<file path="src/rtl/mem_arbiter.sv">
// rtl/mem_arbiter.sv - CPU/video arbiter in front of a single-outstanding SDRAM controller port
module mem_arbiter #(
    parameter int ADDR_WIDTH   = 24,
    parameter int STARVE_LIMIT = 8
) (
    input  logic                  clk,
    input  logic                  reset_i,

    input  logic                  cpu_sel_i,
    input  logic                  cpu_we_i,
    input  logic [ADDR_WIDTH-1:0] cpu_addr_i,
    input  logic [31:0]           cpu_wr_data_i,
    input  logic [3:0]            cpu_wr_mask_i,
    output logic                  cpu_ack_o,
    output logic [31:0]           cpu_rd_data_o,

    input  logic                  vid_sel_i,
    input  logic [ADDR_WIDTH-1:0] vid_addr_i,
    output logic                  vid_ack_o,
    output logic [31:0]           vid_rd_data_o,

    output logic                  mem_sel_o,
    output logic                  mem_we_o,
    output logic [ADDR_WIDTH-1:0] mem_addr_o,
    output logic [31:0]           mem_wr_data_o,
    output logic [3:0]            mem_wr_mask_o,
    input  logic                  mem_ack_i,
    input  logic [31:0]           mem_rd_data_i,

    output logic                  busy_o
);

    typedef enum logic [1:0] {
        ST_IDLE      = 2'd0,
        ST_GRANT_CPU = 2'd1,
        ST_GRANT_VID = 2'd2
    } state_t;

    localparam logic [7:0] STARVE_MAX = 8'(STARVE_LIMIT);

    state_t                state_q;
    logic [7:0]            starve_cnt_q;
    logic                  mem_sel_q;
    logic                  mem_we_q;
    logic [ADDR_WIDTH-1:0] mem_addr_q;
    logic [31:0]           mem_wr_data_q;
    logic [3:0]            mem_wr_mask_q;

    // Video wins ties until the CPU has lost STARVE_LIMIT arbitrations in a row.
    logic cpu_wins;
    assign cpu_wins = cpu_sel_i && (!vid_sel_i || (starve_cnt_q == STARVE_MAX));

    always_ff @(posedge clk or negedge reset_i) begin
        if (!reset_i) begin
            state_q       <= ST_IDLE;
            starve_cnt_q  <= 8'd0;
            mem_sel_q     <= 1'b0;
            mem_we_q      <= 1'b0;
            mem_addr_q    <= '0;
            mem_wr_data_q <= 32'd0;
            mem_wr_mask_q <= 4'd0;
        end else begin
            case (state_q)
                ST_IDLE: begin
                    if (cpu_wins) begin
                        state_q       <= ST_GRANT_CPU;
                        starve_cnt_q  <= 8'd0;
                        mem_sel_q     <= 1'b1;
                        mem_we_q      <= cpu_we_i;
                        mem_addr_q    <= cpu_addr_i;
                        mem_wr_data_q <= cpu_wr_data_i;
                        mem_wr_mask_q <= cpu_wr_mask_i;
                    end else if (vid_sel_i) begin
                        state_q       <= ST_GRANT_VID;
                        mem_sel_q     <= 1'b1;
                        mem_we_q      <= 1'b0;
                        mem_addr_q    <= vid_addr_i;
                        mem_wr_data_q <= 32'd0;
                        mem_wr_mask_q <= 4'd0;
                        if (!cpu_sel_i) begin
                            starve_cnt_q <= 8'd0;
                        end else if (starve_cnt_q != STARVE_MAX) begin
                            starve_cnt_q <= starve_cnt_q + 8'd1;
                        end
                    end else begin
                        starve_cnt_q <= 8'd0;
                    end
                end
                ST_GRANT_CPU, ST_GRANT_VID: begin
                    // Fields stay frozen; only the controller's ack ends the grant.
                    if (mem_ack_i) begin
                        state_q   <= ST_IDLE;
                        mem_sel_q <= 1'b0;
                    end
                end
                default: begin
                    state_q   <= ST_IDLE;
                    mem_sel_q <= 1'b0;
                end
            endcase
        end
    end

    assign cpu_ack_o     = (state_q == ST_GRANT_CPU) && mem_ack_i;
    assign vid_ack_o     = (state_q == ST_GRANT_VID) && mem_ack_i;
    assign cpu_rd_data_o = cpu_ack_o ? mem_rd_data_i : 32'd0;
    assign vid_rd_data_o = vid_ack_o ? mem_rd_data_i : 32'd0;

    assign mem_sel_o     = mem_sel_q;
    assign mem_we_o      = mem_we_q;
    assign mem_addr_o    = mem_addr_q;
    assign mem_wr_data_o = mem_wr_data_q;
    assign mem_wr_mask_o = mem_wr_mask_q;
    assign busy_o        = (state_q != ST_IDLE);

endmodule

</file>
<file path="config.mk">
export PLATFORM = sky130hd
export DESIGN_NAME = mem_arbiter
export DESIGN_NICKNAME = d
export VERILOG_FILES = /design/src/rtl/mem_arbiter.sv
export SDC_FILE = /design/constraint.sdc
export NUM_CORES = 1
export LEC_CHECK = 0
export CORE_MARGIN = 4
export CORE_UTILIZATION = 32
export DETAILED_ROUTE_END_ITERATION = 7
export PLACE_DENSITY_LB_ADDON = 0.3
export RECOVER_POWER = 50
export SKIP_CTS_REPAIR_TIMING = 1
export SYNTH_ARGS = -nofsm -noshare
export SYNTH_HDL_FRONTEND = slang
export SYNTH_SLANG_ARGS = --single-unit
</file>
<file path="constraint.sdc">
create_clock -name clk -period 1.72 [get_ports clk]
set_input_delay 0.344 -clock clk [delete_from_list [all_inputs] [get_ports clk]]
set_output_delay 0.344 -clock clk [all_outputs]
set_load 0.02 [all_outputs]
</file>
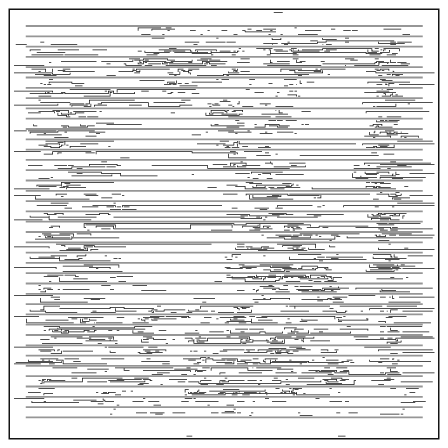
Fig. 1. Signal wires on met1 (run 1).
Supply wires on this layer in gray.
The layer carries 5320 um of wire. The wires run mostly horizontal.

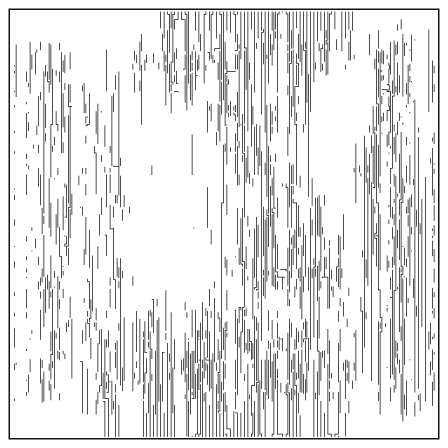
Fig. 2. Signal wires on met2 (run 1).
The layer holds 50% of the routed length. The wires run mostly vertical. 671 nets have wire on it. The layer carries 6840 um of wire.
GR Util met2: 0.328
via count: 3916
final wirelength: 13700 um

==> results.json, run 1 <==
{
  "syn_inst": 357,
  "fin_ws_ns": -0.186,
  "p_total_mw": 9.20,
  "xor_area_frac": 0.00993,
  "lay_top_count": "clkdlybuf4s50_1",
  "cts_tree": "done",
  "wl_met3_um": 1150,
  "setup_violations": 80,
  "ys_sh_aoi": 0.195,
  "rsz0062_at_grt": "true",
  "skew_ns": 0.00504,
  "whs_ns": 0.255,
  "worst-path-max-fanout": 17,
  "chipHeight_um": 113,
  "cp-start-kind": "flip-flop",
  "violations": "negative setup slack",
  "max_freq_mhz": 525,
  "critical_path.endpoint": "vid_rd_data_o[5]",
  "startpoint": "state_q[1]",
  "yosys_area_sq_um": 3530,
  "hpwl_um": 9510,
  "cts_buffers": 9,
  "ys_warn_count": 0,
  "hold_class": "input pin to asynchronous set/reset pin",
  "path_clk_slew_ns": 0.07,
  "cts.sinks": 72,
  "yosysTopAreaCell": "dfrtp_1",
  "postSynthAreaPerCell_sq_um": 9.89,
  "status": "finished with violations",
  "finalHoldViolCount": 0,
  "fp_util": 0.326,
  "top_cells_by_area": "dfrtp_1 (51%), and3_1 (11%), a22o_1 (9.7%), a21oi_1 (7.4%), nand2_1 (3.1%)"
}
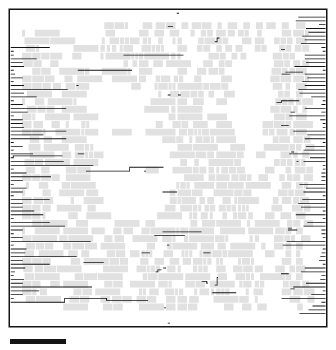
Fig. 3. M3 wires (run 1).
The bar under the picture is 20 um long.
The wires run mostly horizontal. 167 nets have wire on it. The longest straight run is 29.2 um. The layer holds 8.4% of the routed length.
M3 GR Usage: 0.0636

## run 1: worst max-delay path, delay by kind of cell, from the launching register on
family	cells	cell delay, ns
buffers and inverters	3	0.47
flip-flops	1	0.39
adder cells (fa/ha/maj)	1	0.18
AND/OR/NAND/NOR	1	0.18
## run 1: report_power, final
group / internal (mW) / switching [mW] / total, mW
clock network: 0.731 / 0.613 / 1.34
logic: 2.47 / 2.73 / 5.20
registers: 2.30 / 0.348 / 2.65
## run 1: cell type report
cell class	instances	share of cell area
Clock buffer	11	0.0230
Multi-Input combinational cell	250	0.256
Clock inverter	3	0.00645
Tap cell	140	0.0266
Inverter	7	0.00437
Timing Repair Buffer	284	0.411
Sequential cell	72	0.273
==> run 2, diff against run 1 <==
SKIP_LAST_GASP = 1   (was default)
==> run 2 against run 1 <==
Net effect: the run still ends with negative setup slack left; largest power group unchanged; worst hold slack improved by 0.0026 ns; via count about the same; largest cell class unchanged; highest routed layer unchanged; wire length decreased by 0.50%; combinational power decreased by 2%; power decreased by 1.3%; register-to-register slack about the same.
==> results.json, run 2 <==
{
  "violations": "negative setup slack",
  "gr-usage-met3": 0.0636,
  "cts_tree": "done",
  "p_comb_frac": 0.560,
  "p_total_mw": 9.08,
  "yosysTopAreaCell": "dfrtp_1",
  "wl_met3_um": 1180,
  "syn_inst": 357,
  "power_frac_seq": 0.292,
  "finalHoldViolCount": 0,
  "ys_warn_count": 0,
  "wl_met2_um": 6770,
  "p_sw_frac": 0.402,
  "setup_violations": 80,
  "met2_usage": 0.328,
  "xor_area_frac": 0.00993,
  "fin_ws_ns": -0.187,
  "top_cells_by_area": "dfrtp_1 (51%), and3_1 (11%), a22o_1 (9.7%), a21oi_1 (7.4%), nand2_1 (3.1%)",
  "status": "finished with violations",
  "skew_ns": 0.00521,
  "p_seq_mw": 2.65,
  "p_int_mw": 5.42,
  "fp_util": 0.326,
  "path_clk_slew_ns": 0.07,
  "postSynthAreaPerCell_sq_um": 9.89,
  "startpoint": "state_q[1]",
  "p_clk_frac": 0.148,
  "fp.dieW_um": 113,
  "hold_class": "input pin to asynchronous set/reset pin",
  "comb_power_mw": 5.08,
  "switching_power_mw": 3.65,
  "pg_clk_mw": 1.35,
  "whs_ns": 0.257,
  "top_power_group": "combinational logic",
  "rr_endpoint": "mem_addr_o[12]",
  "num_rows": 38,
  "max_freq_mhz": 524,
  "grt_pass1_vias": 3825,
  "cp-start-kind": "flip-flop"
}
## run 2: cell counts after synthesis
Identical to the previous run, type by type.
## run 2: worst max-delay path: cells and delay by family (launching register included)
kind / cells / cell delay (ns)
AND/OR/NAND/NOR: 1 / 0.20
flip-flops: 1 / 0.39
adder cells (fa/ha/maj): 1 / 0.18
buffers and inverters: 3 / 0.46
## run 2: layout make-up
| type | instances | area (sq um) | share of cell area |
|---|---|---|---|
| inverters | 7 | 28.8 | 0.00448 |
| well taps | 140 | 175 | 0.0273 |
| repair buffers | 284 | 2570 | 0.401 |
| flip-flops and latches | 72 | 1800 | 0.280 |
| clock buffers | 11 | 151 | 0.0236 |
| multi-input cells | 250 | 1650 | 0.257 |
| clock inverters | 3 | 42.5 | 0.00662 |
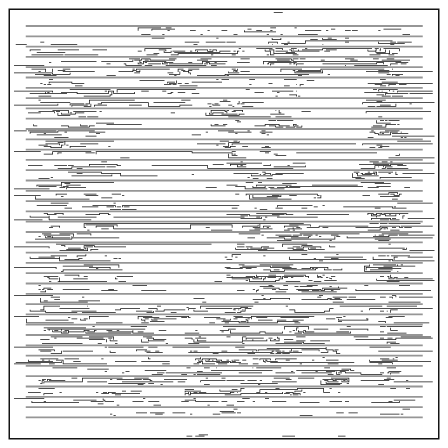
Fig. 4. Signal wires on met1 (run 2).
Supply wires on this layer in gray.
The layer holds 39% of the routed length. The layer carries 5300 um of wire.

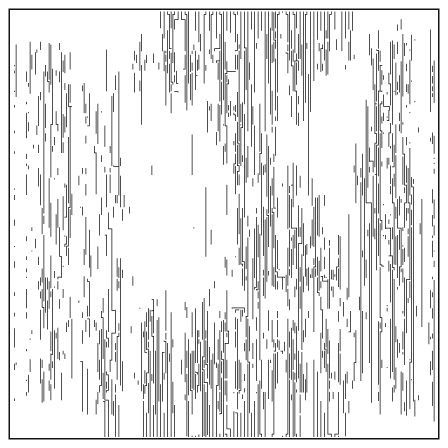
Fig. 5. Signal wires on met2 (run 2).
The layer holds 50% of the routed length. 665 nets have wire on it. The layer carries 6770 um of wire. The longest straight run is 56.6 um.
via count: 3917
final wirelength: 13600 um

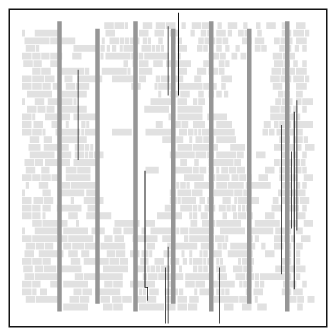
Fig. 6. Met4 routing (run 2).
Supply wires on this layer in gray.
The wires run mostly vertical. 11 nets have wire on it.

Power figures rest on the tool's default switching activity, not on a simulated workload.
